$ cat src/rtl/stream_gearbox.sv
// Valid/ready width converter between IN_WIDTH and OUT_WIDTH bit words, any ratio,
// with end-of-packet zero padding. Define STREAM_GEARBOX_PAD_CNT_EN to add pad_bits.
module stream_gearbox #(
  parameter int IN_WIDTH  = 8,
  parameter int OUT_WIDTH = 1,
  parameter int MSB_FIRST = 1
) (
  input  logic                 clk,
  input  logic                 rst,
  input  logic                 in_valid,
  input  logic [IN_WIDTH-1:0]  in_data,
  input  logic                 in_last,
  output logic                 in_ready,
  output logic                 out_valid,
  output logic [OUT_WIDTH-1:0] out_data,
  output logic                 out_last,
`ifdef STREAM_GEARBOX_PAD_CNT_EN
  output logic [$clog2(OUT_WIDTH+1)-1:0] pad_bits,
`endif
  input  logic                 out_ready
);
  localparam int BUF = IN_WIDTH + OUT_WIDTH;
  localparam int FW  = $clog2(BUF + 1);
  localparam logic [FW-1:0] OW_F  = FW'(OUT_WIDTH);
  localparam logic [FW-1:0] IW_F  = FW'(IN_WIDTH);
  localparam logic [FW:0]   BUF_F = (FW+1)'(BUF);

  // Buffer is kept in stream order: oldest bit at the MSB, unused tail always zero.
  logic [BUF-1:0]       buf_q, buf_d;
  logic [FW-1:0]        fill_q, fill_d, fill_after;
  logic                 last_pending_q, last_pending_d;
  logic [IN_WIDTH-1:0]  in_word;
  logic [OUT_WIDTH-1:0] head;
  logic                 out_fire, in_fire;

  always_comb begin
    in_word = '0;
    for (int i = 0; i < IN_WIDTH; i++)
      in_word[IN_WIDTH-1-i] = (MSB_FIRST != 0) ? in_data[IN_WIDTH-1-i] : in_data[i];
  end

  assign head = buf_q[BUF-1 -: OUT_WIDTH];

  always_comb begin
    out_data = '0;
    for (int i = 0; i < OUT_WIDTH; i++)
      out_data[i] = (MSB_FIRST != 0) ? head[i] : head[OUT_WIDTH-1-i];
  end

  assign out_valid  = (fill_q >= OW_F) || (last_pending_q && fill_q != '0);
  assign out_last   = last_pending_q && (fill_q <= OW_F) && (fill_q != '0);
  assign out_fire   = out_valid && out_ready;
  assign fill_after = !out_fire ? fill_q : (fill_q >= OW_F) ? fill_q - OW_F : '0;
  // Combinational from out_ready so a drained slot can be refilled on the same edge.
  assign in_ready   = !rst && !last_pending_q && ({1'b0, fill_after} + {1'b0, IW_F} <= BUF_F);
  assign in_fire    = in_valid && in_ready;

`ifdef STREAM_GEARBOX_PAD_CNT_EN
  localparam int PW = $clog2(OUT_WIDTH + 1);
  logic [FW-1:0] pad_full;
  assign pad_full = OW_F - fill_q;
  assign pad_bits = out_last ? pad_full[PW-1:0] : '0;
`endif

  always_comb begin
    buf_d          = buf_q;
    fill_d         = fill_after;
    last_pending_d = last_pending_q;
    if (out_fire) buf_d = buf_q << OUT_WIDTH;
    if (out_fire && out_last) begin
      buf_d          = '0;
      fill_d         = '0;
      last_pending_d = 1'b0;
    end else if (in_fire) begin
      buf_d          = buf_d | ({in_word, {OUT_WIDTH{1'b0}}} >> fill_after);
      fill_d         = fill_after + IW_F;
      last_pending_d = in_last;
    end
  end

  always_ff @(posedge clk) begin
    if (rst) begin
      buf_q          <= '0;
      fill_q         <= '0;
      last_pending_q <= 1'b0;
    end else begin
      buf_q          <= buf_d;
      fill_q         <= fill_d;
      last_pending_q <= last_pending_d;
    end
  end
endmodule

$ cat config.mk
export PLATFORM = sky130hd
export DESIGN_NAME = stream_gearbox
export DESIGN_NICKNAME = d
export VERILOG_FILES = /design/src/rtl/stream_gearbox.sv
export SDC_FILE = /design/constraint.sdc
export NUM_CORES = 1
export LEC_CHECK = 0
export CAP_MARGIN = 20
export CORE_AREA = 2 2 41 62
export DETAILED_ROUTE_END_ITERATION = 10
export DIE_AREA = 0 0 43 64
export PLACE_DENSITY = 0.75
export SYNTH_ARGS = -nofsm -noshare
export SYNTH_HDL_FRONTEND = slang
export SYNTH_SLANG_ARGS = --single-unit
$ cat constraint.sdc
create_clock -name clk -period 2.5 [get_ports clk]
set_input_delay 0.5 -clock clk [delete_from_list [all_inputs] [get_ports clk]]
set_output_delay 0.5 -clock clk [all_outputs]
set_load 0.02 [all_outputs]
Figure 1. I/O pins on the die edge (run 1).
Drawn at 8 px/um. Pins as bars across the die edge, other pins in gray.
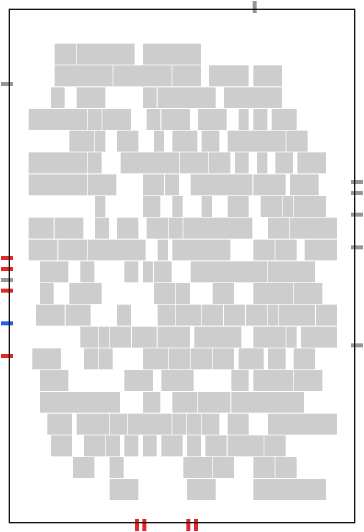
[in_data] red | pins: 8 | direction: input | edge: 4 left, 4 bottom
[out_data] blue | pins: 1 | direction: output | edge: left

Figure 2. Cell outlines without signal wires (run 1).
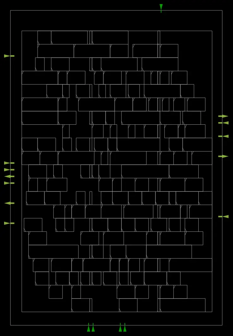
well tap count: 23
seq_cells: 14
tally of non-filler cells in the final layout: 177

==> results.cfg, run 1 <==
; yosys + openroad results
[status]
status = complete, no violations

[final_layout]
num-nonclk-buffers = 36
clock_cell_area_share_pct = 2.39
drive_gt1_share_pct = 39.6
finalCoreUtilization_pct = 68.8
seq_share_pct = 18.8
nets = 171
buf_share_pct = 20.4
n_fill_cell = 184
clkbuf_count = 4
largest_class = logic gates
fin_area_mm2 = 0.00152

[pwr]
p_leak_nw = 0.636
clkPwrFrac_pct = 7.6
p_comb_share_pct = 74.3
p_sw_share_pct = 43.6
finalPower_mw = 2.04
power_frac_seq_pct = 18.1
internal-power_mw = 1.15

[synthesis]
synth_flops = 14
top_cell_area_share_pct = 25.1
fp_nets = 136
ys_sh_adder_pct = 3.36
synth_area_mm2 = 0.00112
synthXorXnorAreaFrac_pct = 0
synthCells = 120
top_cell = dfxtp_1
synth.yosys.warnings = 0
flop_cell = dfxtp_1
ys_types = 54
synth.cellmix.compoundShare_pct = 27.4
ys_chip_area_mm2 = 0.00112
ys_sh_simple_pct = 25.6
top_logic_kind = AND-OR/OR-AND gates
synthTopCellsByCount = dfxtp_1, a21oi_1, mux2i_1

[hold_path]
holdCritPathClass = flop to flop
hold-path-cell-count = 2
min_from = buf_q[0]$_SDFF_PP0_

[job]
cap_violations = 0

[worst_setup_path]
reg2reg_depth = 10
crit_path_top_delay_cell = or4b_4
critPathLaunchType = flop
worstPathArrival_ps = 1960
max_stage_delay_ps = 530
cp.required_ps = 2000
cp-endpoint = in_ready
rrSetupSlack_ps = 170

[clock_tree]
numClockSinks = 14
postCtsHoldBufs = 0
clk_pin_slew_ps = 80
cts_tree = yes
cts.path.max_buffers = 2
cts_made_buffers = 3
cts_setup_buffers = 0

[place]
pre_cts_slack_ps = -482
gp_congestion = 0.872
dp_cells = 172
port_buffers = 16

[grt]
grt.busiest_layer = met2
grt_pass1_wl_um = 4870
grt_pass1_vias = 1077
grt_antenna_before_repair = 0
grt_use_met2_pct = 40.9
grt_max_degree = 18
grt.met3_usage_pct = 4.24
grt_util_all_layers_pct = 22.8

[sta]
period_used_pct = 98.5
hold_viol_final = 0
setup_viol = 0
slew_viol_final = 0
whs_ps = 472
timing.fmax_mhz = 406

[route]
via_per_inst = 5.98
drt-initial-drc-count = 21
via_count = 1058
first_pass_iters = 4
wl_met2_um = 1520
drt-met1-wl_um = 1130
top_layer_used = met4

[die]
initial_core_util_pct = 50.7
Figure 3. I/O nets highlighted (run 1).
Drawn at 4 px/um.
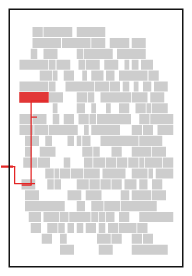
[out_data] red | bits: 1 | direction: output | edge: left | end cells: 1 | buffers: 1 | wire: 38.9 um

[run 1: power by group through the flow]
| stage | clock network [mW] | registers (mW) | logic (mW) |
|---|---|---|---|
| CTS | 0.161 | 0.352 | 1.42 |
| global route | 0.173 | 0.377 | 1.64 |
| finish | 0.156 | 0.369 | 1.52 |
| detailed placement | 0 | 0.354 | 1.40 |
| global placement | 0 | 0.351 | 1.37 |
| floorplan | 0 | 0.347 | 0.948 |
[run 1: flip-flops by register name, summed over array words and instances, names as in the netlist]
name	count
fill_q	4
buf_q	9
last_pending_q	1
[run 1: critical path, delay by kind of cell (launching register included)]
family	cells	cell delay [ps]
buffers and inverters	2	180
flip-flops	1	360
adder cells (fa/ha/maj)	1	150
AND/OR/NAND/NOR	3	850
AND-OR/OR-AND	1	140
==> run 2: changes to the inputs <==
--- a/config.mk
+++ b/config.mk
@@ -13,3 +13,4 @@
 export SYNTH_ARGS = -nofsm -noshare
 export SYNTH_HDL_FRONTEND = slang
 export SYNTH_SLANG_ARGS = --single-unit
+export TNS_END_PERCENT = 1
Figure 4. Signal wires by layer (run 2).
Drawn at 8 px/um. Only two layers are drawn.
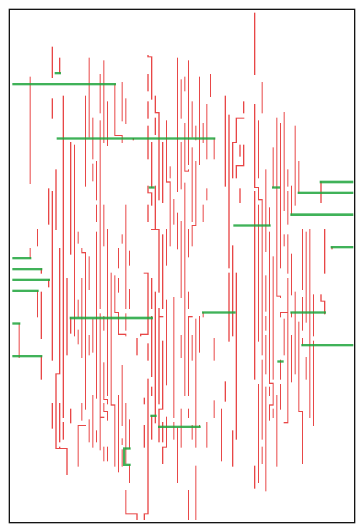
[met2] red | wire length: 1520 um
[met3] green | wire length: 109 um

==> run 2 against run 1 <==
Net effect: highest routed layer unchanged; synthesized cell count unchanged; setup slack unchanged; clock power about the same; die area unchanged.
==> results.cfg, run 2 <==
; yosys + openroad results
[final_layout]
seq_share_pct = 18.8
clkbuf_count = 4
buf_share_pct = 20.4
largest_class = logic gates
nets = 171
fin_area_mm2 = 0.00152
n_fill_cell = 184
finalCoreUtilization_pct = 68.8
num-nonclk-buffers = 36
drive_gt1_share_pct = 39.6
clock_cell_area_share_pct = 2.39

[place]
port_buffers = 16
pre_cts_slack_ps = -482
gp_congestion = 0.872
dp_cells = 172

[pwr]
clock_power_mw = 0.156
clkPwrFrac_pct = 7.6
p_leak_nw = 0.636
pg_seq_mw = 0.369
top_power_group = combinational cells
internal-power_mw = 1.15
p_sw_share_pct = 43.6
p_comb_share_pct = 74.3
comb_cell_power_mw = 1.52

[worst_setup_path]
cp.required_ps = 2000
critPathLaunchType = flop
crit_path_top_delay_cell = or4b_4
max_stage_delay_ps = 530
worstPathArrival_ps = 1960
rrSetupSlack_ps = 170
critPathTopFamily = simple AND/OR/NAND/NOR gates

[synthesis]
ys_sh_simple_pct = 25.6
ys_sh_adder_pct = 3.36
synth.yosys.warnings = 0
ys_chip_area_mm2 = 0.00112
synth.cellmix.compoundShare_pct = 27.4
synthXorXnorAreaFrac_pct = 0
ys_types = 54
synthCells = 120
synthTopCellsByCount = dfxtp_1, a21oi_1, mux2i_1
flop_cell = dfxtp_1
top_logic_kind = AND-OR/OR-AND gates
synth_area_mm2 = 0.00112

[route]
first_pass_iters = 4
wl_met2_um = 1520
via_count = 1058

[clock_tree]
cts_setup_buffers = 0
cts_tree = yes
postCtsHoldBufs = 0
numClockSinks = 14
cts.path.max_buffers = 2
cts_made_buffers = 3

[grt]
grt_pass1_vias = 1077
grt.busiest_layer = met2
grt.met3_usage_pct = 4.24
grt_util_all_layers_pct = 22.8
grt_antenna_before_repair = 0
grt_max_degree = 18
grt_use_met2_pct = 40.9
grt_pass1_wl_um = 4870

[sta]
timing.fmax_mhz = 406
setup_viol = 0
period_used_pct = 98.5
slew_viol_final = 0
hold_viol_final = 0

[die]
initial_core_util_pct = 50.7
n_tap_cell = 23

[status]
status = complete, no violations

[job]
cap_violations = 0
Figure 5. Cells by drive strength (run 2).
Drawn at 8 px/um.
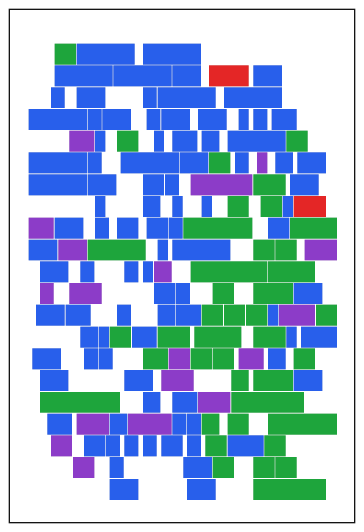
[drive 6 and up] red | cells: 2 | share: 1.3%
[drive 3 to 4] green | cells: 41 | share: 27%
[drive 2] purple | cells: 18 | share: 12%
[drive 1 or less] blue | cells: 93 | share: 60%

==> run 2: cell counts in the layout (fill, tap and decap cells not counted) <==
Identical to the previous run, type by type.
==> run 2: kinds of logic (layout without fill, tap and decap cells) <==
family                     after synthesis  in the layout
and+or+nand+nor                         42             42
AOI/OAI and AO/OA                       38             38
DFF                                     14             14
muxes                                   13             13
buffers and inverters                   10             44
adders and majority gates                3              3
==> run 2: final timing paths <==
check	from	endpoint	depth (start not counted)
setup / recovery	fill_q[1]$_SDFF_PP0_	in_ready	7
hold / removal	buf_q[0]$_SDFF_PP0_	buf_q[0]$_SDFF_PP0_	2
setup reg to reg	fill_q[1]$_SDFF_PP0_	buf_q[3]$_SDFF_PP0_	10
hold reg to reg	buf_q[0]$_SDFF_PP0_	buf_q[0]$_SDFF_PP0_	2
==> run 3: changes to the inputs <==
--- a/config.mk
+++ b/config.mk
@@ -7,6 +7,7 @@
 export LEC_CHECK = 0
 export CAP_MARGIN = 20
 export CORE_AREA = 2 2 41 62
+export CTS_CLUSTER_DIAMETER = 60
 export DETAILED_ROUTE_END_ITERATION = 10
 export DIE_AREA = 0 0 43 64
 export PLACE_DENSITY = 0.75
Figure 6. I/O pins on the die edge (run 3).
Drawn at 8 px/um. Pins as bars across the die edge, other pins in gray.
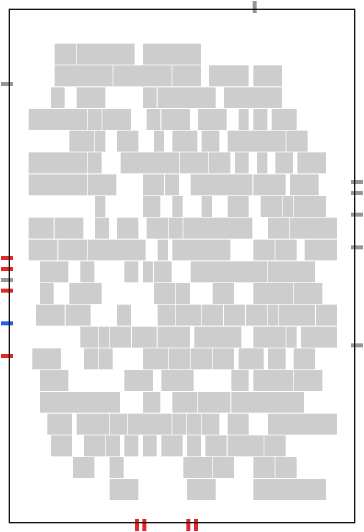
[in_data] red | pins: 8 | direction: input | edge: 4 left, 4 bottom
[out_data] blue | pins: 1 | direction: output | edge: left

Figure 7. I/O nets highlighted (run 3).
Drawn at 4 px/um.
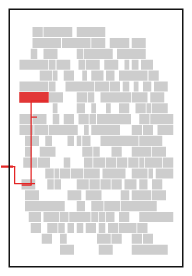
[out_data] red | bits: 1 | direction: output | edge: left | end cells: 1 | buffers: 1 | wire: 38.9 um

==> run 3 against run 2 <==
Net effect: power did not move; sequential power is essentially flat; global-route usage did not move; critical endpoint unchanged; largest cell class unchanged.
==> results.cfg, run 3 <==
; yosys + openroad results
[hold_path]
min_from = buf_q[0]$_SDFF_PP0_
hold-path-cell-count = 2

[place]
dp_cells = 172
pre_cts_slack_ps = -482
port_buffers = 16

[route]
via_count = 1058
first_pass_iters = 4

[pwr]
pg_seq_mw = 0.369
p_sw_share_pct = 43.6
internal-power_mw = 1.15
comb_cell_power_mw = 1.52

[worst_setup_path]
critPathLaunchType = flop
reg2reg_to = buf_q[3]$_SDFF_PP0_
cp.depth = 7
reg2reg_depth = 10
cp.required_ps = 2000
worstPathArrival_ps = 1960

[final_layout]
n_fill_cell = 184
num-nonclk-buffers = 36
buf_share_pct = 20.4
seq_share_pct = 18.8
clock_cell_area_share_pct = 2.39
nets = 171

[clock_tree]
cts.path.max_buffers = 2
numClockSinks = 14
cts_made_buffers = 3

[grt]
grt_pass1_vias = 1077

[die]
n_tap_cell = 23
initial_core_util_pct = 50.7

[status]
status = complete, no violations

[sta]
hold_viol_final = 0
period_used_pct = 98.5
timing.fmax_mhz = 406

[job]
cap_violations = 0

[synthesis]
synth_area_mm2 = 0.00112
flop_cell = dfxtp_1
ys_chip_area_mm2 = 0.00112
ys_types = 54
run 3: cell counts in the layout (fill, tap and decap cells not counted):
No cell type changed its count.
run 3: cell families after synthesis:
| family | Yosys count | synth area share (%) |
|---|---|---|
| AND/OR/NAND/NOR | 42 | 25.6 |
| AND-OR/OR-AND | 38 | 27.4 |
| flip-flops | 14 | 25.1 |
| multiplexers | 13 | 12.1 |
| buffers and inverters | 10 | 6.49 |
| adder cells (fa/ha/maj) | 3 | 3.36 |
run 3: what timing repair did:
action                                  4_1_cts  5_1_grt
endpoints found under the setup margin        3        3
hold buffers                                  0        0
buffers inserted                              0        1
resized                                      21       13
pin swaps                                     4        4
Power and IR drop assume default switching activity.
